==> config.mk <==
export PLATFORM = sky130hd
export DESIGN_NAME = rr_memory_arbiter
export DESIGN_NICKNAME = d
export VERILOG_FILES = /design/src/rtl/tulong_mem_pkg.sv /design/src/rtl/rr_priority_picker.sv /design/src/rtl/rr_memory_arbiter.sv
export SDC_FILE = /design/constraint.sdc
export NUM_CORES = 1
export LEC_CHECK = 0
export ABC_CLOCK_PERIOD_IN_PS = 7300
export CORE_AREA = 2 2 183 185
export DETAILED_ROUTE_END_ITERATION = 10
export DIE_AREA = 0 0 185 187
export DONT_BUFFER_PORTS = 1
export GPL_ROUTABILITY_DRIVEN = 0
export MAX_ROUTING_LAYER = met4
export PLACE_DENSITY = 0.45
export SETUP_SLACK_MARGIN = 0.5
export SYNTH_ARGS = -nofsm -noshare
export SYNTH_HDL_FRONTEND = slang
export SYNTH_SLANG_ARGS = --single-unit
==> constraint.sdc <==
create_clock -name clock -period 7.3 [get_ports clock]
set_input_delay 1.095 -clock clock [delete_from_list [all_inputs] [get_ports clock]]
set_output_delay 1.095 -clock clock [all_outputs]
set_load 0.005 [all_outputs]
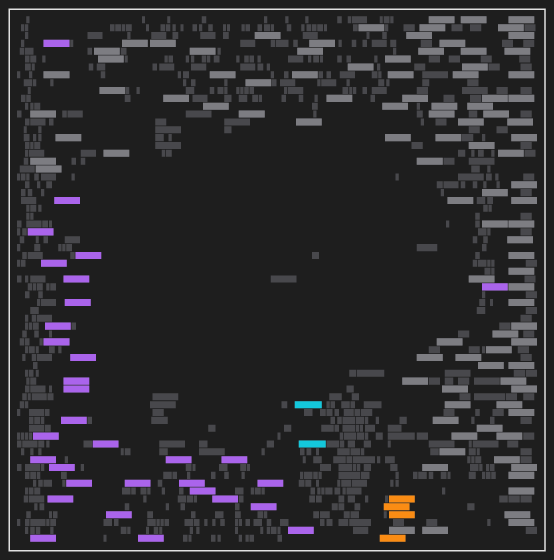
Run 1: where the registers sit
`r_last_grant`: drawn in cyan, sequential cells 2. `mem_data_out`: drawn in purple, sequential cells 32. `resp_valid`: drawn in orange, sequential cells 4, where bottom right.
Seq. pwr: 1550 uW
Util after Layout: 27.1%
register area: 3430 um^2

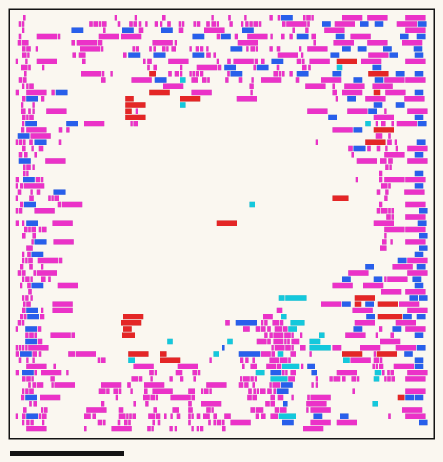
Run 1: cells by drive strength
The bar under the picture is 50 um long.
drive 3 to 4: drawn in cyan, cells 26, share 3.2%, most used buf_4. drive 2: drawn in blue, cells 115, share 14%, most used mux2_2. drive 6 and up: drawn in red, cells 28, share 3.4%, most used clkbuf_16. drive 1 or less: drawn in magenta, cells 645, share 79%, most used nand2_1.
P&R area growth vs syn: 11.5%
worst setup margin: 2.06 ns

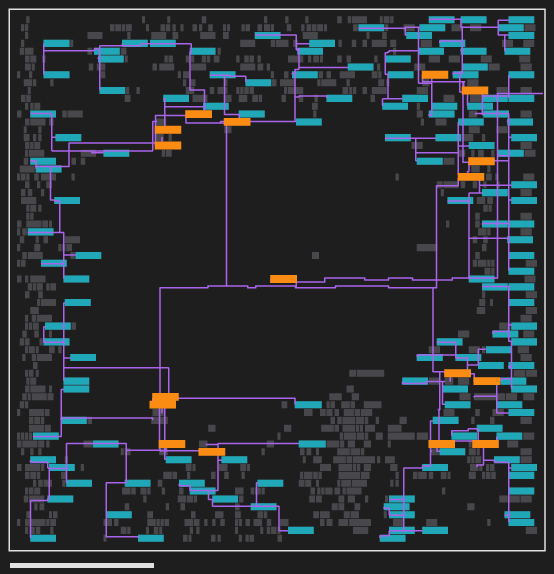
Run 1: clock wires, drivers and flops
The bar under the picture is 50 um long.
flip-flops: drawn in cyan, count 137. clock wires: drawn in purple, length 2370 um. cells driving clock nets: drawn in orange, count 17.
There are 18 routed clock nets. Position of the flops: spread over the die.
Clock group: 878 uW
clk_skew: 0.00860 ns
Clk pwr share: 19.4%

==> flow_metrics.tcl, run 1 <==
# place-and-route summary
set metrics [dict create \
    die-area_um2 34600 \
    dr_wl_met3_mm 2.82 \
    peakVddDrop_mv 0.208 \
    cp.arrival_ns 4.14 \
    antenna_found_initial 5 \
    slew_viol_final 0 \
    grt_max_degree 76 \
    gr-total-overflow 0 \
    top_layer_used "met4" \
    lay_top_cells "nand2_1 (204), dfrtp_1 (135), nor3_1 (72)" \
    cts_hold_buf 0 \
    drc 0 \
    antennaDiodeCount 6 \
    ys_area_um2 7980 \
    wl_mm 30.5 \
    r2r_cells 10 \
    relSlewSlack_pct 15.7 \
    crit_path_start_kind "flop" \
    path_max_fanout 67 \
    num-multi-input-gates 622 \
    yosys_warnings 0 \
    cts_num_sinks 137 \
    inv_count 11 \
    min_period_ns 5.24 \
    yosys.area.top_type "dfrtp_1" \
    cp_slowest_stage_delay_ns 0.83 \
    row_count 67 \
    hold_class "input port to asynchronous set/reset pin" \
    crit_slowest_cell "dfstp_2" \
    ys_sh_adder_pct 1.26 \
    combinationalPower_uw 2100 \
    post-place-ws_ns 2.53 \
    muxShareOfSynthArea_pct 9.33 \
    cts_buffer_depth 2 \
    port_buffers 0 \
    n_tap_cell 448 \
    io_pins 471 \
    detail_route.iter0.violations 239 \
    firstDrtPassIters 4 \
    wl_per_cell_um 24.1 \
    syn_area_um2 7980 \
    wl_met2_mm 15.4 \
    ctsHtreeMaxLevel 4 \
    cts_setup_buffers 0 \
    chipWidth_um 185 \
    cp_data_required_time_ns 6.20 \
    hold_viol 0 \
    synth_cell_types 55 \
    top_usage_layer "met2" \
    synth_seq_share_pct 43.0 \
    buffer_area_share_pct 1.15 \
    flops 137 \
    nFillCells 3550 \
    synthArstFlopShare_pct 100 \
    switchingPower_uw 2080 \
    outcome "finished, final reports clean" \
    place_area_um2 8290 \
    maxCapViolCount 0 \
    aoi_share_pct 12.7 \
    use_met1_pct 19.3 \
    m1WireLength_mm 11.6 \
    layout_top_cell "nand2_1" \
    simple_gate_area_share_pct 28.1 \
    r2r_slack_ns 2.64 \
    p_comb_share_pct 46.4 \
    grt_pass1_wl_mm 43.9 \
    fmax_mhz 191 \
    initCoreUtil_pct 24.3 \
    cts.clk_slew.worst_paths_ns 0.07 \
    final_nets 1141 \
    fin_area_um2 8900 \
    grt_pass1_vias 6793 \
]
Run 1, M4 wires:
Supply wires on this layer in grey.
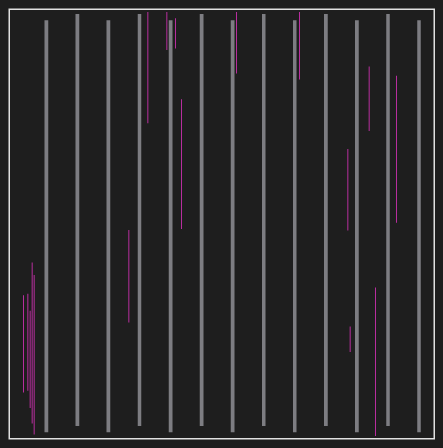

==> run 2: changes to the inputs <==
--- a/config.mk
+++ b/config.mk
@@ -5,7 +5,7 @@
 export SDC_FILE = /design/constraint.sdc
 export NUM_CORES = 1
 export LEC_CHECK = 0
-export ABC_CLOCK_PERIOD_IN_PS = 7300
+export ABC_CLOCK_PERIOD_IN_PS = 5100
 export CORE_AREA = 2 2 183 185
 export DETAILED_ROUTE_END_ITERATION = 10
 export DIE_AREA = 0 0 185 187
==> constraint.sdc (replaced) <==
create_clock -name clock -period 5.1 [get_ports clock]
set_input_delay 0.765 -clock clock [delete_from_list [all_inputs] [get_ports clock]]
set_output_delay 0.765 -clock clock [all_outputs]
set_load 0.005 [all_outputs]
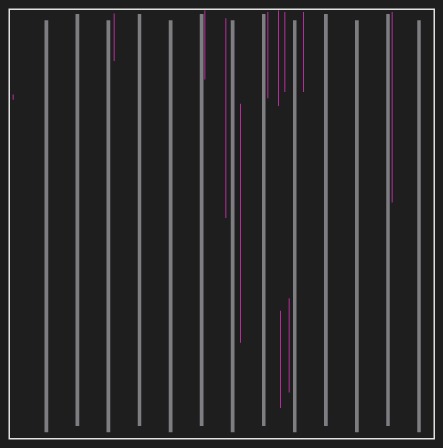
Run 2: M4 wires
Supply wires on this layer in grey.
12 nets have wire on it. The layer holds 1.8% of the routed length.
vias: 6717
WL final: 30.3 mm

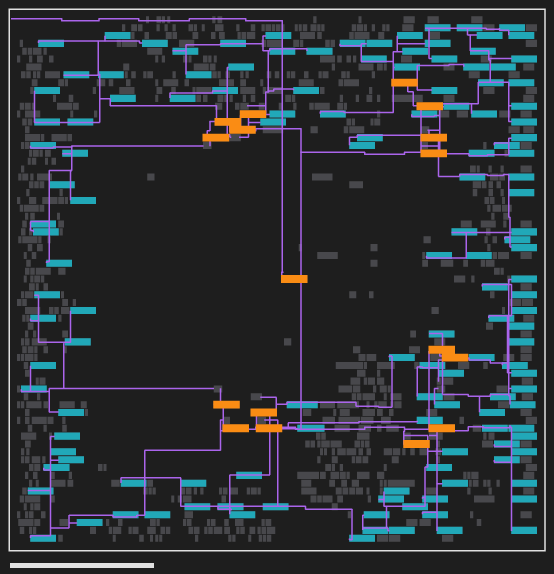
Run 2: clock wires, drivers and flops
The bar under the picture is 50 um long.
cells driving clock nets: drawn in orange, count 17. flip-flops: drawn in cyan, count 137. clock wires: drawn in purple, length 2560 um.
There are 18 routed clock nets.
clk_skew: 0.0149 ns
worst-skew pair later-pin latency: 0.43 ns
Clk pwr share: 19.3%
Clock group: 1260 uW

==> run 2 against run 1 <==
Register-to-register slack got worse by 1.6 ns; synthesized cell count did not move; combinational power rose by 45%; non-clock buffer count rose by 6; die area did not move; global-route usage fell by 0.096 points; design area rose by 0.79%; power rose by 44%; clock power rose by 44%; largest cell class unchanged; highest routed layer unchanged.
==> flow_metrics.tcl, run 2 <==
# place-and-route summary
set metrics [dict create \
    cts_hold_buf 0 \
    inv_count 11 \
    endpoint_kind "output pin" \
    chipWidth_um 185 \
    layout_top_cell "nand2_1" \
    peakVddDrop_mv 0.225 \
    num-multi-input-gates 622 \
    io_pins 471 \
    comb_share_pct 46.3 \
    nClkBuffers 18 \
    detail_route.iter0.violations 344 \
    cp_data_required_time_ns 4.34 \
    cts_setup_buffers 0 \
    crit_path_start_kind "flop" \
    ctsHtreeMaxLevel 4 \
    syn_area_um2 7980 \
    synth_seq_share_pct 43.0 \
    ctsRootBufferMaster "clkbuf_16" \
    m1WireLength_mm 11.6 \
    yosys.area.top_type "dfrtp_1" \
    lay_top_cells "nand2_1 (204), dfrtp_1 (135), nor3_1 (72)" \
    die-area_um2 34600 \
    cp_slowest_stage_delay_ns 0.74 \
    final_nets 1147 \
    dr_wl_met3_mm 2.88 \
    top_cell "nand2_1" \
    relSlewSlack_pct 32.1 \
    edf_count 0 \
    flops 137 \
    row_count 67 \
    r2r_slack_ns 1.07 \
    hold_class "input port to asynchronous set/reset pin" \
    gr-total-overflow 0 \
    cp.arrival_ns 3.51 \
    grt_max_degree 67 \
    path_max_fanout 18 \
    rsz0062_at_grt "no" \
    setup_viol 0 \
    grt_pass1_vias 6894 \
    post-place-ws_ns 0.928 \
    fin_area_um2 8970 \
    initCoreUtil_pct 24.3 \
    cts_num_sinks 137 \
    dp_hpwl_mm 22.0 \
    r2r_cells 10 \
    p_comb_share_pct 46.7 \
    flop_area_um2 3430 \
    combinationalPower_uw 3050 \
    place_area_um2 8380 \
    nFillCells 3499 \
    syn_to_final_growth_pct 12.4 \
    hold_viol 0 \
    setup_slack_ns 0.826 \
    cts_resized 0 \
    port_buffers 0 \
    muxShareOfSynthArea_pct 9.33 \
    fin_util_pct 27.3 \
    top_layer_used "met4" \
    buffer_area_share_pct 2.07 \
    wl_met2_mm 15.2 \
    top_usage_layer "met2" \
    fmax_mhz 234 \
    drc 0 \
    min_period_ns 4.27 \
    antennaDiodeCount 3 \
    aoi_share_pct 12.7 \
    ys_sh_adder_pct 1.26 \
    grt_pass1_wl_mm 44.1 \
    yosys_warnings 0 \
    sequentialPower_uw 2220 \
    finalCritPeriodShare_pct 83.8 \
    cts.clk_slew.worst_paths_ns 0.07 \
    use_met1_pct 19.9 \
    synthArstFlopShare_pct 100 \
    n_tap_cell 448 \
    firstDrtPassIters 5 \
    cts_buffer_depth 2 \
    maxCapViolCount 0 \
    antenna_found_initial 3 \
    synth_cell_types 55 \
    simple_gate_area_share_pct 28.1 \
    ys_area_um2 7980 \
    slew_viol_final 0 \
    outcome "finished, final reports clean" \
    cp.depth 8 \
    wl_per_cell_um 23.8 \
    switchingPower_uw 2960 \
    tightest_slew_ns 1.02 \
    crit_slowest_cell "dfstp_2" \
]
No activity file was given, so power comes from the tool's default toggle rates.
